`config.mk`:
```
export PLATFORM = sky130hd
export DESIGN_NAME = conv_window_sequencer_flat
export DESIGN_NICKNAME = d
export VERILOG_FILES = /design/src/rtl/conv_window_sequencer_if.sv /design/src/rtl/conv_window_sequencer.sv /design/src/flat_wrapper.sv
export SDC_FILE = /design/constraint.sdc
export NUM_CORES = 1
export LEC_CHECK = 0
export CORE_AREA = 10 10 235 237
export CTS_CLUSTER_SIZE = 28
export DETAILED_ROUTE_END_ITERATION = 8
export DIE_AREA = 0 0 245 247
export SYNTH_ARGS = -nofsm -noshare
export SYNTH_HDL_FRONTEND = slang
export SYNTH_SLANG_ARGS = --single-unit
```
`constraint.sdc`:
```
create_clock -name clk -period 9.6 [get_ports clk]
set_clock_uncertainty 0.1 [all_clocks]
set_input_delay 0.96 -clock clk [delete_from_list [all_inputs] [get_ports clk]]
set_output_delay 0.96 -clock clk [all_outputs]
set_load 0.1 [all_outputs]
```
`src/rtl/conv_window_sequencer_if.sv`:
```
// conv_window_sequencer_if: address-beat stream from the window sequencer to its memory consumer.
interface conv_window_sequencer_if #(
   parameter int ADDR_W = 16,
   parameter int DIM_W  = 8
);
   logic              addr_valid;
   logic              addr_ready;
   logic [ADDR_W-1:0] image_addr;
   logic [ADDR_W-1:0] filter_addr;
   logic              pad;
   logic              last_tap;
   logic [DIM_W-1:0]  out_x;
   logic [DIM_W-1:0]  out_y;
   modport master (
      output addr_valid, image_addr, filter_addr, pad, last_tap, out_x, out_y,
      input  addr_ready
   );
   modport slave (
      input  addr_valid, image_addr, filter_addr, pad, last_tap, out_x, out_y,
      output addr_ready
   );
endinterface

```
`src/rtl/conv_window_sequencer.sv`:
```
// conv_window_sequencer: walks output centres and filter taps, emitting image/filter
// address pairs with zero-pad and last-tap flags over a valid/ready stream.
module conv_window_sequencer #(
   parameter int ADDR_W   = 16,
   parameter int DIM_W    = 8,
   parameter int DEPTH_W  = 9,
   parameter int HALF_W   = 2,
   parameter int STRIDE_W = 3
) (
   input  logic                    clk,
   input  logic                    rst,
   input  logic                    start,
   input  logic [DIM_W-1:0]        image_dim,
   input  logic [DEPTH_W-1:0]      image_depth,
   input  logic [ADDR_W-1:0]       image_memory_offset,
   input  logic [ADDR_W-1:0]       filter_memory_offset,
   input  logic [HALF_W-1:0]       filter_halfsize,
   input  logic [STRIDE_W-1:0]     filter_stride,
   conv_window_sequencer_if.master addr_if,
   output logic                    busy,
   output logic                    done
);
   localparam int KW = HALF_W + 1;
   localparam int CW = DIM_W + 2;
   typedef enum logic [1:0] {IDLE, RUN, DONE} state_t;
   state_t state_q, state_d;
   logic [DIM_W-1:0]    dim_q, dim_d, cx_q, cx_d, cy_q, cy_d;
   logic [DEPTH_W-1:0]  depth_q, depth_d, z_q, z_d;
   logic [HALF_W-1:0]   half_q, half_d;
   logic [STRIDE_W-1:0] stride_q, stride_d, s_eff;
   logic [KW-1:0]       kx_q, kx_d, ky_q, ky_d, k2;
   logic [ADDR_W-1:0]   ioff_q, ioff_d, foff_q, foff_d, t_q, t_d;
   logic [ADDR_W-1:0]   sd_q, sd_d, hdh_q, hdh_d, kstep_q, kstep_d, zstep_q, zstep_d;
   logic [ADDR_W-1:0]   rowc_q, rowc_d, ptr_q, ptr_d;
   logic [ADDR_W-1:0]   d_a, h_a, dd_in, hd_in, sd_in;
   logic [DIM_W:0]      cx_nx, cy_nx;
   logic [CW-1:0]       ix, iy;
   logic                kx_end, ky_end, z_end, cx_end, cy_end, tap_end, run, fire, pad_w;

   function automatic logic [ADDR_W-1:0] mul_sa(input logic [ADDR_W-1:0] a, input logic [DIM_W-1:0] b);
      logic [ADDR_W-1:0] p;
      p = '0;
      for (int i = 0; i < DIM_W; i++) p = b[i] ? p + (a << i) : p;
      return p;
   endfunction

   // Products are formed once at start by shift-add; the walk itself only adds.
   assign s_eff = (filter_stride == '0) ? STRIDE_W'(1) : filter_stride;
   assign d_a   = ADDR_W'(image_dim);
   assign h_a   = ADDR_W'(filter_halfsize);
   assign dd_in = mul_sa(d_a, image_dim);
   assign hd_in = mul_sa(d_a, DIM_W'(filter_halfsize));
   assign sd_in = mul_sa(d_a, DIM_W'(s_eff));

   assign run     = state_q == RUN;
   assign fire    = run & addr_if.addr_ready;
   assign k2      = {half_q, 1'b0};
   assign kx_end  = kx_q == k2;
   assign ky_end  = ky_q == k2;
   assign z_end   = z_q == depth_q - DEPTH_W'(1);
   assign tap_end = kx_end & ky_end & z_end;
   assign cx_nx   = {1'b0, cx_q} + (DIM_W + 1)'(stride_q);
   assign cy_nx   = {1'b0, cy_q} + (DIM_W + 1)'(stride_q);
   assign cx_end  = cx_nx >= {1'b0, dim_q};
   assign cy_end  = cy_nx >= {1'b0, dim_q};
   assign ix      = {2'b00, cx_q} + CW'(kx_q) - CW'(half_q);
   assign iy      = {2'b00, cy_q} + CW'(ky_q) - CW'(half_q);
   assign pad_w   = ix[CW-1] | (ix[CW-2:0] >= {1'b0, dim_q}) | iy[CW-1] | (iy[CW-2:0] >= {1'b0, dim_q});

   always_comb begin
      state_d  = state_q;
      dim_d    = dim_q;
      depth_d  = depth_q;
      half_d   = half_q;
      stride_d = stride_q;
      ioff_d   = ioff_q;
      foff_d   = foff_q;
      sd_d     = sd_q;
      hdh_d    = hdh_q;
      kstep_d  = kstep_q;
      zstep_d  = zstep_q;
      cx_d     = cx_q;
      cy_d     = cy_q;
      z_d      = z_q;
      kx_d     = kx_q;
      ky_d     = ky_q;
      t_d      = t_q;
      rowc_d   = rowc_q;
      ptr_d    = ptr_q;
      if (state_q == IDLE && start) begin
         state_d  = (image_dim == '0 || image_depth == '0) ? DONE : RUN;
         dim_d    = image_dim;
         depth_d  = image_depth;
         half_d   = filter_halfsize;
         stride_d = s_eff;
         ioff_d   = image_memory_offset;
         foff_d   = filter_memory_offset;
         sd_d     = sd_in;
         hdh_d    = hd_in + h_a;
         kstep_d  = d_a - (h_a << 1);
         zstep_d  = dd_in - (hd_in << 1) - (h_a << 1);
         cx_d     = '0;
         cy_d     = '0;
         z_d      = '0;
         kx_d     = '0;
         ky_d     = '0;
         t_d      = '0;
         rowc_d   = '0;
         ptr_d    = '0 - (hd_in + h_a);
      end else if (fire) begin
         // ptr tracks z*D*D + iy*D + ix; each loop wrap adds the matching precomputed step.
         t_d    = tap_end ? '0 : t_q + ADDR_W'(1);
         kx_d   = kx_end ? '0 : kx_q + KW'(1);
         ky_d   = kx_end ? (ky_end ? '0 : ky_q + KW'(1)) : ky_q;
         z_d    = (kx_end & ky_end) ? (z_end ? '0 : z_q + DEPTH_W'(1)) : z_q;
         ptr_d  = !kx_end ? ptr_q + ADDR_W'(1) :
                  !ky_end ? ptr_q + kstep_q :
                  !z_end  ? ptr_q + zstep_q :
                  !cx_end ? rowc_q + ADDR_W'(cx_nx) - hdh_q :
                            rowc_q + sd_q - hdh_q;
         cx_d   = tap_end ? (cx_end ? '0 : cx_nx[DIM_W-1:0]) : cx_q;
         cy_d   = (tap_end & cx_end) ? cy_nx[DIM_W-1:0] : cy_q;
         rowc_d = (tap_end & cx_end) ? rowc_q + sd_q : rowc_q;
         state_d = (tap_end & cx_end & cy_end) ? DONE : state_q;
      end else if (state_q == DONE) begin
         state_d = IDLE;
      end
   end

   always_ff @(posedge clk or negedge rst) begin
      if (!rst) state_q <= IDLE;
      else      state_q <= state_d;
   end

   always_ff @(posedge clk or negedge rst) begin
      if (!rst) begin
         dim_q    <= '0;
         depth_q  <= '0;
         half_q   <= '0;
         stride_q <= '0;
         ioff_q   <= '0;
         foff_q   <= '0;
         sd_q     <= '0;
         hdh_q    <= '0;
         kstep_q  <= '0;
         zstep_q  <= '0;
         cx_q     <= '0;
         cy_q     <= '0;
         z_q      <= '0;
         kx_q     <= '0;
         ky_q     <= '0;
         t_q      <= '0;
         rowc_q   <= '0;
         ptr_q    <= '0;
      end else begin
         dim_q    <= dim_d;
         depth_q  <= depth_d;
         half_q   <= half_d;
         stride_q <= stride_d;
         ioff_q   <= ioff_d;
         foff_q   <= foff_d;
         sd_q     <= sd_d;
         hdh_q    <= hdh_d;
         kstep_q  <= kstep_d;
         zstep_q  <= zstep_d;
         cx_q     <= cx_d;
         cy_q     <= cy_d;
         z_q      <= z_d;
         kx_q     <= kx_d;
         ky_q     <= ky_d;
         t_q      <= t_d;
         rowc_q   <= rowc_d;
         ptr_q    <= ptr_d;
      end
   end

   assign addr_if.addr_valid  = run;
   assign addr_if.pad         = run & pad_w;
   assign addr_if.last_tap    = run & tap_end;
   assign addr_if.image_addr  = pad_w ? ioff_q : ioff_q + ptr_q;
   assign addr_if.filter_addr = foff_q + t_q;
   assign addr_if.out_x       = cx_q;
   assign addr_if.out_y       = cy_q;
   assign busy                = run;
   assign done                = state_q == DONE;
endmodule

```
`src/flat_wrapper.sv`:
```
// flat-port wrapper written by rule: the top's interface ports become plain ports
module conv_window_sequencer_flat 
#(
   parameter int ADDR_W   = 16,
   parameter int DIM_W    = 8,
   parameter int DEPTH_W  = 9,
   parameter int HALF_W   = 2,
   parameter int STRIDE_W = 3
)
  (clk, rst, start, image_dim, image_depth, image_memory_offset, filter_memory_offset, filter_halfsize, filter_stride, busy, done, addr_if_addr_valid, addr_if_image_addr, addr_if_filter_addr, addr_if_pad, addr_if_last_tap, addr_if_out_x, addr_if_out_y, addr_if_addr_ready);
  conv_window_sequencer_if #(.ADDR_W(ADDR_W), .DIM_W(DIM_W)) addr_if_i ();
  input  logic clk;
  input  logic rst;
  input  logic start;
  input  logic [DIM_W-1:0] image_dim;
  input  logic [DEPTH_W-1:0] image_depth;
  input  logic [ADDR_W-1:0] image_memory_offset;
  input  logic [ADDR_W-1:0] filter_memory_offset;
  input  logic [HALF_W-1:0] filter_halfsize;
  input  logic [STRIDE_W-1:0] filter_stride;
  output logic busy;
  output logic done;
  output wire logic [$bits(addr_if_i.addr_valid)-1:0] addr_if_addr_valid;
  output wire logic [$bits(addr_if_i.image_addr)-1:0] addr_if_image_addr;
  output wire logic [$bits(addr_if_i.filter_addr)-1:0] addr_if_filter_addr;
  output wire logic [$bits(addr_if_i.pad)-1:0] addr_if_pad;
  output wire logic [$bits(addr_if_i.last_tap)-1:0] addr_if_last_tap;
  output wire logic [$bits(addr_if_i.out_x)-1:0] addr_if_out_x;
  output wire logic [$bits(addr_if_i.out_y)-1:0] addr_if_out_y;
  input wire logic [$bits(addr_if_i.addr_ready)-1:0] addr_if_addr_ready;
  assign addr_if_addr_valid = addr_if_i.addr_valid;
  assign addr_if_image_addr = addr_if_i.image_addr;
  assign addr_if_filter_addr = addr_if_i.filter_addr;
  assign addr_if_pad = addr_if_i.pad;
  assign addr_if_last_tap = addr_if_i.last_tap;
  assign addr_if_out_x = addr_if_i.out_x;
  assign addr_if_out_y = addr_if_i.out_y;
  assign addr_if_i.addr_ready = addr_if_addr_ready;
  conv_window_sequencer #(.ADDR_W(ADDR_W), .DIM_W(DIM_W), .DEPTH_W(DEPTH_W), .HALF_W(HALF_W), .STRIDE_W(STRIDE_W)) u_core (.clk(clk), .rst(rst), .start(start), .image_dim(image_dim), .image_depth(image_depth), .image_memory_offset(image_memory_offset), .filter_memory_offset(filter_memory_offset), .filter_halfsize(filter_halfsize), .filter_stride(filter_stride), .addr_if(addr_if_i), .busy(busy), .done(done));
endmodule
```
**Run 1: clock nets**

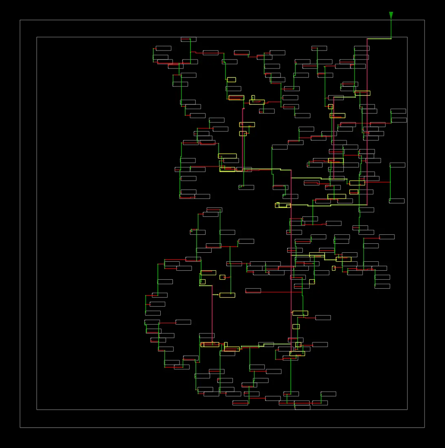
sequential cells: 181
Clock Sinks: 181
clkbuf count: 19
Worst-Skew Late Latency: 0.46 ns

**Run 1: I/O pins on the die edge**

Pins as bars across the die edge, other pins in grey.
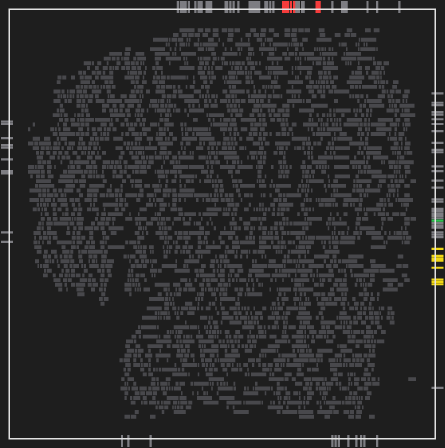
start -> green  # pins 1, direction input, edge right
image_depth -> red  # pins 9, direction input, edge top
addr_if_out_x -> yellow  # pins 8, direction output, edge right
all pins by edge = 52 top, 38 right, 11 bottom, 10 left
PortBufs: 110
Die W: 245 um

==> deck_impl_summary.md, run 1 <==
Run Summary

Finish
  – Mi-comb count: 2177
  – FF+latch area: 0.00453 mm2
  – Final Util: 48.8%
  – Nets: 3185
  – Layout cells sized above 1: 12.6%
  – Top cell category: multi-input combinational cells
  – Signal buf overhead: 10.4%
  – Sequential cell area share: 18.3%
  – Clock-cell share: 2.42%
  – Final Cell Area: 0.0248 mm2

Place
  – Placed insts: 3462
  – Post-place instance area: 0.0235 mm2
  – Setup WS pre-CTS: -1.13 ns
  – Post-DP HPWL: 48500 um
  – Gpl congestion: 0.928

Power
  – Overall power: 3200 uW
  – Pwr top: combinational logic
  – Int Pwr: 2060 uW
  – Combinational power: 1700 uW
  – PwrDens: 129 mW/mm2
  – P_sw: 1140 uW
  – Flop pwr share: 23.8%

Floorplan
  – FP Rows: 83
  – IO Pins: 111
  – Die area: 0.0605 mm2

Yosys
  – Yosys simple share: 20.8%
  – Asr flop ratio synth: 100%
  – Syn Area/Cell: 7.83 um2
  – Distinct lib cells used: 94

Global route
  – Met1 GRT Util: 25.2%
  – GRT Residual Overflow: 0
  – Global route hottest layer: met2
  – Pin count of the biggest net entering global routing: 113

Setup path
  – R2R Path Start: u_core.addr_if.out_x[0]
  – End point of the critical path: u_core.zstep_q[15]
  – Flop2flop setup slack: 4.11 ns
  – Crit path DAT: 9.77 ns
  – Worst Setup SP: image_dim[0]
  – Largest stage delay, worst path: 0.34 ns
  – Most used cell along the critical path: ha_4
  – Critical path required time: 9.85 ns
  – Crit. End Element: flop
  – Reg2reg path depth: 18

Final timing
  – Final setup fails: 0
  – Final WS setup: 0.0882 ns
  – Worst slew margin: 29.4%
  – Pins Over Slew Limit: 0
  – Fmax: 105 MHz
  – Unrepaired setup endpoints after global routing: yes
  – Final Hold Viols: 0

Clocking
  – CTS Root Cell: clkbuf_16
  – CTS max path bufs: 2
  – Hold buffers post-CTS: 0
  – Post-CTS Setup Repair Bufs: 19
  – Reg clk slew, reported paths: 0.08 ns

Status
  – Status: finished, final reports clean

Detailed routing
  – Uppermost layer routed: met5
  – Drt pass-1 iters: 7
  – Post-Route WL: 63000 um
  – DR WL/cell: 17.9 um

Min path
  – HP Class: flop to flop
  – Min-delay src: u_core.foff_q[6]
  – Worst Hold End: u_core.foff_q[6]
**Run 1: clock wires, drivers and flops**

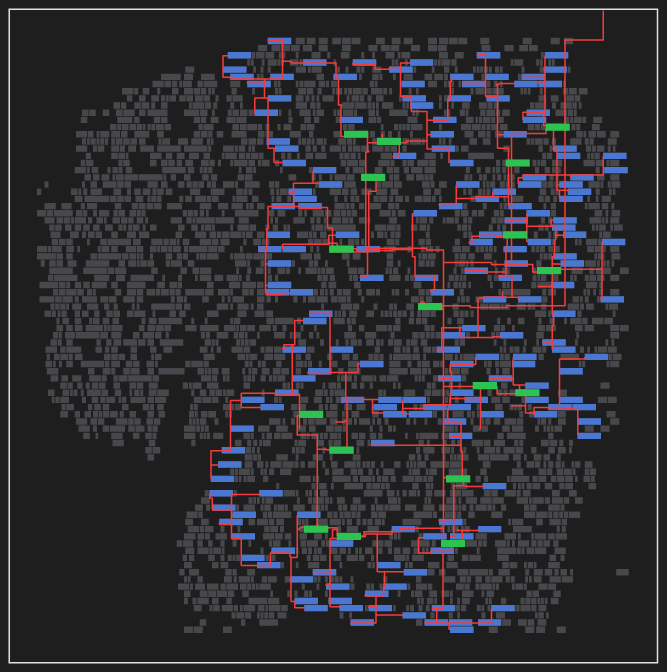
clock wires -> red  # length 2750 um
flip-flops -> blue  # count 181
clock-net drivers -> green  # count 17
routed clock nets = 18
Clk. pwr: 740 uW
Clk pwr share: 23.1%

[run 1: worst max-delay path, delay by kind of cell]
kind / cells / cell delay [ns]
muxes: 1 / 0.29
and+or+nand+nor: 13 / 2.02
adders and majority gates: 7 / 1.85
buffers and inverters: 3 / 0.29
AOI/OAI and AO/OA: 23 / 4.04
xor gates and xnor gates: 2 / 0.28
[run 1: synth_stat cells, types with 8 or more instances]
| master | instances | share of area (%) |
|---|---|---|
| a211oi_1 | 13 | 0.48 |
| a21boi_0 | 14 | 0.51 |
| a21o_1 | 72 | 2.6 |
| a21oi_1 | 146 | 3.6 |
| a31oi_1 | 38 | 1.2 |
| and2_1 | 28 | 0.86 |
| and3_1 | 31 | 0.95 |
| buf_1 | 14 | 0.26 |
| clkbuf_1 | 77 | 1.4 |
| dfrtp_1 | 181 | 22 |
| fa_1 | 31 | 3.0 |
| ha_1 | 260 | 16 |
| inv_1 | 155 | 2.8 |
| mux2_2 | 15 | 0.83 |
| mux2i_1 | 29 | 1.4 |
| nand2_1 | 388 | 7.1 |
| nand2b_1 | 47 | 1.4 |
| nand3_1 | 80 | 2.0 |
| nand3b_1 | 11 | 0.40 |
| nand4_1 | 15 | 0.46 |
| nor2_1 | 156 | 2.9 |
| nor2b_1 | 44 | 1.3 |
| nor3_1 | 55 | 1.3 |
| o2111ai_1 | 8 | 0.34 |
| o211ai_1 | 23 | 0.84 |
| o21a_1 | 34 | 1.2 |
| o21ai_0 | 240 | 5.9 |
| o21bai_1 | 16 | 0.59 |
| o31ai_1 | 21 | 0.77 |
| or3_1 | 21 | 0.64 |
| xnor2_1 | 130 | 5.6 |
| xor2_1 | 73 | 3.1 |
**Run 1: cell sizes after repair**

Scale bar: 50 um.
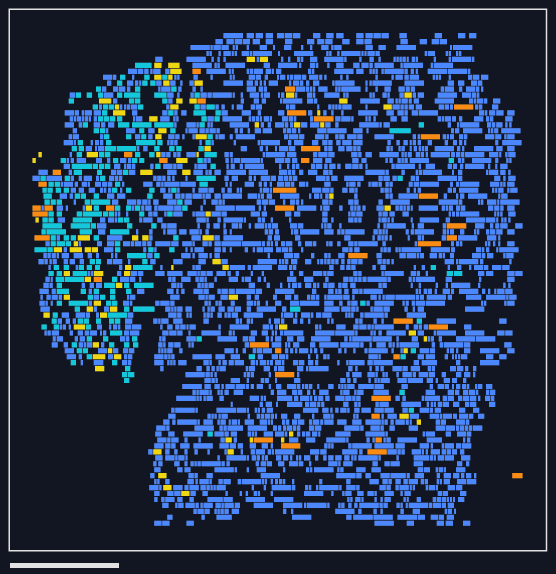

==> run 1 -> run 2 <==
- CTS_CLUSTER_DIAMETER: not set -> 120
- DONT_BUFFER_PORTS: not set -> 1
- REMOVE_ABC_BUFFERS: not set -> 1
**Run 2: cell sizes after repair**

Scale bar: 50 um.
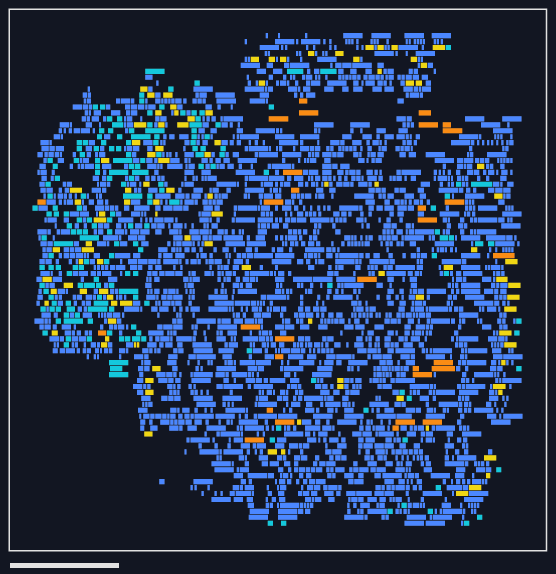
x1 and smaller -> blue  # cells 2385, most used nand2_1
x3 and x4 -> cyan  # cells 188, most used buf_4
x2 -> yellow  # cells 103
x6 and larger -> orange  # cells 30, most used clkbuf_16
buffers outside the clock class: 158
Final Cell Area: 0.0233 mm2
area growth from synthesis to layout: 13.9%
Final WS setup: 0.191 ns

**Run 2: signal wires on met4**

Scale bar: 50 um.
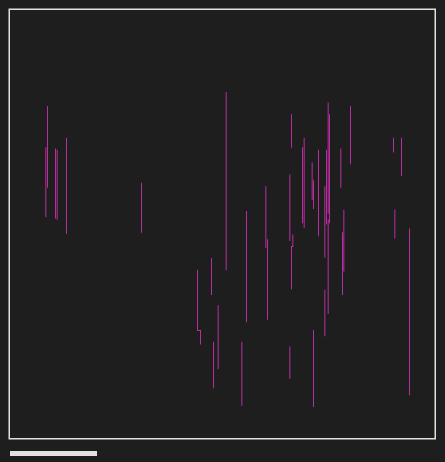
wire length on this layer = 1560 um
share of all routed wire = 2.6%
nets with wire on the layer = 35
routed via count: 18900
Post-Route WL: 59100 um

==> deck_impl_summary.md, run 2 <==
Run Summary

Final timing
  – Fmax: 106 MHz (+1.1%)
  – Final setup fails: 0 (unchanged)
  – Pins Over Slew Limit: 0 (unchanged)
  – Unrepaired setup endpoints after global routing: yes
  – Worst slew margin: 17.8% (-12 points)

Clocking
  – Post-CTS Setup Repair Bufs: 3 (-16)
  – Reg clk slew, reported paths: 0.08 ns (about the same)
  – Worst-Skew Late Latency: 0.46 ns (about the same)
  – Hold buffers post-CTS: 0 (unchanged)
  – Clock Sinks: 181 (unchanged)
  – CTS max path bufs: 2 (unchanged)

Yosys
  – Area leader share: 22.1% (unchanged)
  – Cell taking the most area after synthesis: dfrtp_1
  – Asr flop ratio synth: 100% (unchanged)
  – Most numerous cell in the Yosys netlist: nand2_1
  – Post-synth top cells: nand2_1, ha_1, o21ai_0
  – Syn Area/Cell: 7.83 um2 (unchanged)

Power
  – Overall power: 3040 uW (-5.1%)
  – Flop pwr share: 25.1% (+1.3 points)
  – P_sw: 1110 uW (-3.2%)
  – PwrDens: 130 mW/mm2 (+0.72%)
  – Combinational power: 1540 uW (-9%)
  – Pwr top: combinational logic

Place
  – PortBufs: 0 (-100%)
  – Post-place instance area: 0.0222 mm2 (-5.2%)
  – Gpl congestion: 0.910 (-2.0%)
  – Placed insts: 3340 (-3.5%)

Detailed routing
  – Drt pass-1 iters: 6 (-1)

Finish
  – Nets: 3042 (-4.5%)
  – FF+latch area: 0.00453 mm2 (unchanged)
  – Final Util: 46.0% (-2.8 points)
  – Layout cells sized above 1: 11.9% (-0.70 points)

Min path
  – HP Class: primary input to async pin

Status
  – Status: finished, final reports clean

Floorplan
  – Die W: 245 um (unchanged)
  – IO Pins: 111 (unchanged)
  – Die area: 0.0605 mm2 (unchanged)

Setup path
  – Crit. End Element: flop
  – Largest stage delay, worst path: 0.36 ns (+0.02 ns)
  – Critical path required time: 9.85 ns (about the same)

Global route
  – Pin count of the biggest net entering global routing: 182 (+61%)
  – GRT Residual Overflow: 0 (unchanged)
[run 2: worst max-delay path: cells and delay by family]
family                   cells  cell delay [ns]
AND-OR/OR-AND               18             3.18
XOR/XNOR                     3             0.45
AND/OR/NAND/NOR             15             2.32
adder cells (fa/ha/maj)      7             1.83
buffers and inverters        5             0.63
multiplexers                 1             0.28
[run 2: logic make-up (layout without fill, tap and decap cells)]
| logic type | after synthesis | in the layout | synth area share, % |
|---|---|---|---|
| AND-OR/OR-AND | 725 | 725 | 22.4 |
| XOR/XNOR | 203 | 203 | 8.69 |
| adder cells (fa/ha/maj) | 291 | 291 | 18.9 |
| buffers and inverters | 256 | 348 | 4.79 |
| flip-flops | 181 | 181 | 22.1 |
| multiplexers | 44 | 44 | 2.24 |
| other | 1 | 2 | 0.0183 |
| AND/OR/NAND/NOR | 912 | 912 | 20.8 |
[run 2: area by class of cell]
cell class	count	share of cell area (%)
flip-flops and latches	181	19.4
clock inverters	15	0.703
clock buffers	17	1.82
inverters	158	2.54
multi-input cells	2177	66.6
repair buffers	158	5.21
well taps	680	3.65
[run 2: routing by layer]
layer  share of wire (%)  global-route usage (%)
met1                  44                    23.5
met2                  49                    33.6
met3                 4.4                    2.69
met4                 2.6                    6.79
met5               0.022                       0
[run 2: final timing paths]
| check | endpoint | cells after the start | from | slack, ns |
|---|---|---|---|---|
| setup / recovery | u_core.zstep_q[15] | 49 | image_dim[2] | 0.19 |
| hold / removal | u_core.foff_q[4] | 0 | rst | 0.08 |
| setup reg to reg | u_core.ptr_q[15] | 18 | u_core.addr_if.out_x[0] | 3.94 |
| hold reg to reg | u_core.foff_q[11] | 2 | u_core.foff_q[11] | 0.39 |
| max in group asynchronous | u_core.ioff_q[15] | 0 | rst | 8.91 |
| min in group clk | u_core.foff_q[11] | 2 | u_core.foff_q[11] | 0.39 |
**Run 2: clock nets**

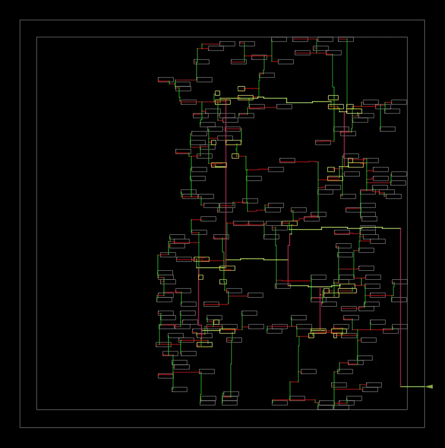

==> run 2 -> run 3 <==
- CORE_AREA: 10 10 235 237 -> 2 2 227 229
- DIE_AREA: 0 0 245 247 -> 0 0 229 231
- GPL_TIMING_DRIVEN: not set -> 0
**Run 3: clock nets**

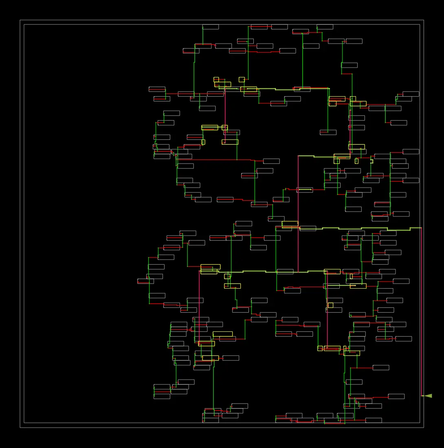
total CTS buffers: 17
Clk. pwr: 732 uW

**Run 3: signal wires on met4**

Scale bar: 50 um.
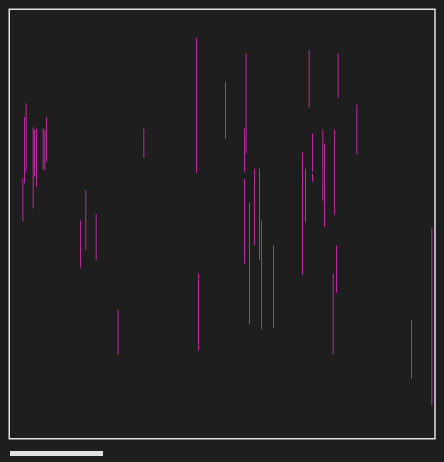
longest straight run = 95.2 um
main direction = vertical
share of all routed wire = 2.5%
wire length on this layer = 1430 um
nets with wire on the layer = 35
routed via count: 18700
Post-Route WL: 58200 um

==> deck_impl_summary.md, run 3 <==
Run Summary

Status
  – Status: finished, final reports clean

Floorplan
  – Core footprint: 0.0507 mm2
  – IO Pins: 111 (unchanged)
  – Die height: 231 um
  – Die W: 229 um (-6.5%)
  – Die area: 0.0529 mm2 (-13%)

Place
  – PortBufs: 0 (unchanged)
  – Post-DP HPWL: 43000 um
  – Gpl congestion: 0.865 (-4.9%)
  – Placed insts: 3209 (-3.9%)

Clocking
  – Hold buffers post-CTS: 0 (unchanged)
  – Reg clk slew, reported paths: 0.08 ns (about the same)
  – Clock Sinks: 181 (unchanged)
  – Post-CTS Setup Repair Bufs: 17 (+14)
  – CTS max path bufs: 2 (unchanged)
  – CTS tree: done
  – Resized cells post-CTS: 48
  – Worst-Skew Late Latency: 0.46 ns (about the same)

Global route
  – Gr usage total: 21.7%
  – Pin count of the biggest net entering global routing: 182 (unchanged)
  – Number of global-route vias before repair: 18400
  – GRT Residual Overflow: 0 (unchanged)

Finish
  – Final Util: 45.4% (-0.60 points)
  – Fin cells: 3285
  – Layout cells sized above 1: 10.1% (-1.8 points)
  – Area growth from synthesis to layout: 12.4%
  – FF+latch area: 0.00453 mm2 (unchanged)
  – Nets: 2941 (-3.3%)

Yosys
  – Post-synth top cells: nand2_1, ha_1, o21ai_0
  – Yosys simple share: 20.8% (unchanged)
  – Distinct lib cells used: 94
  – Adder-Cell Fraction of Synth Area: 18.9% (unchanged)
  – Top non-seq family: AND-OR/OR-AND gates
  – Mux frac, synth: 2.24% (unchanged)
  – XOR Share, Synth: 8.69% (unchanged)
  – Mapped Cells: 2613
  – Asr flop ratio synth: 100% (unchanged)
  – Cell taking the most area after synthesis: dfrtp_1
  – Biggest area cells: dfrtp_1, ha_1, nand2_1
  – Area leader share: 22.1% (unchanged)
  – AO/OA Area Share: 22.4% (unchanged)
  – Main flop type: dfrtp_1
  – Most numerous cell in the Yosys netlist: nand2_1
  – Yosys cell count: 2613
  – Syn Area/Cell: 7.83 um2 (unchanged)

Power
  – PwrDens: 130 mW/mm2 (about the same)
  – Overall power: 3000 uW (-1.2%)

Detailed routing
  – Drt pass-1 iters: 5 (-1)
  – Uppermost layer routed: met4
  – Metal3 WL: 2130 um (-18%)
  – Met2 WL: 28700 um (-0.70%)
  – Metal1 wirelength: 26000 um (-0.27%)

Final timing
  – Pins Over Slew Limit: 0 (unchanged)
  – Fmax: 105 MHz (-1.6%)
  – Unrepaired setup endpoints after global routing: yes
  – Worst slew margin: 11.2% (-6.6 points)
  – Final setup fails: 0 (unchanged)

Min path
  – HP Class: primary input to async pin

Setup path
  – Top delay family on crit path: AND-OR/OR-AND gates
  – Critical path required time: 9.84 ns (about the same)
  – Largest stage delay, worst path: 0.38 ns (+0.02 ns)
  – Crit. End Element: flop
  – Buffers & Inverters on Critical Path: 2 (-3)
-- run 3: cell counts after synthesis --
Identical to the previous run, type by type.
-- run 3: final timing paths --
path,startpoint,depth (start not counted),slack [ns],end
worst max register to register,u_core.addr_if.out_x[0],18,3.84,u_core.ptr_q[15]
max in group asynchronous,rst,0,9.01,u_core.ioff_q[15]
worst min-delay path,rst,0,0.09,u_core.foff_q[4]
min in group clk,u_core.hdh_q[3],2,0.38,u_core.hdh_q[3]
worst min register to register,u_core.hdh_q[3],2,0.38,u_core.hdh_q[3]
worst max-delay path,image_dim[0],47,0.04,u_core.zstep_q[15]
-- run 3: logic make-up (layout without fill, tap and decap cells) --
family	Yosys count	in the layout
and+or+nand+nor	912	912
AOI/OAI and AO/OA	725	725
adders and majority gates	291	291
buffers and inverters	256	247
xor gates and xnor gates	203	203
DFF	181	181
muxes	44	44
other	1	2
-- run 3: routing by layer --
layer,global-route usage [%],vias up
met5,0,-
met4,6.45,0
met3,2.17,84
met2,38.8,419
met1,27.5,8983
li1,-,9198
-- run 3: through the flow --
step | area (um2) | hold WS [ns] | worst slack (ns) | TNS, ns
CTS | 22300 | 0.0737 | 0.0302 | 0
global placement | 20900 | 0.361 | -2.08 | -9.88
global route | 23000 | 0.0684 | -0.317 | -0.692
detailed placement | 21400 | 0.367 | -2.03 | -9.81
finish | 23000 | 0.0933 | 0.0370 | 0
floorplan | 20100 | 0.343 | -0.646 | -2.04
-- run 3: area by class of cell --
cell class	instances	share of cell area (%)
clock inverter	13	0.642
clock buffer	19	1.88
multi-input combinational	2177	69.0
timing repair buffer	57	2.42
sequential	181	19.7
tap	680	3.70
inverter	158	2.63
-- run 3: where the power goes --
part / switching [uW] / internal, uW
Combinational: 775 / 733
Clock: 343 / 389
Sequential: 0 / 762
Power is estimated from default activity; no workload was simulated.
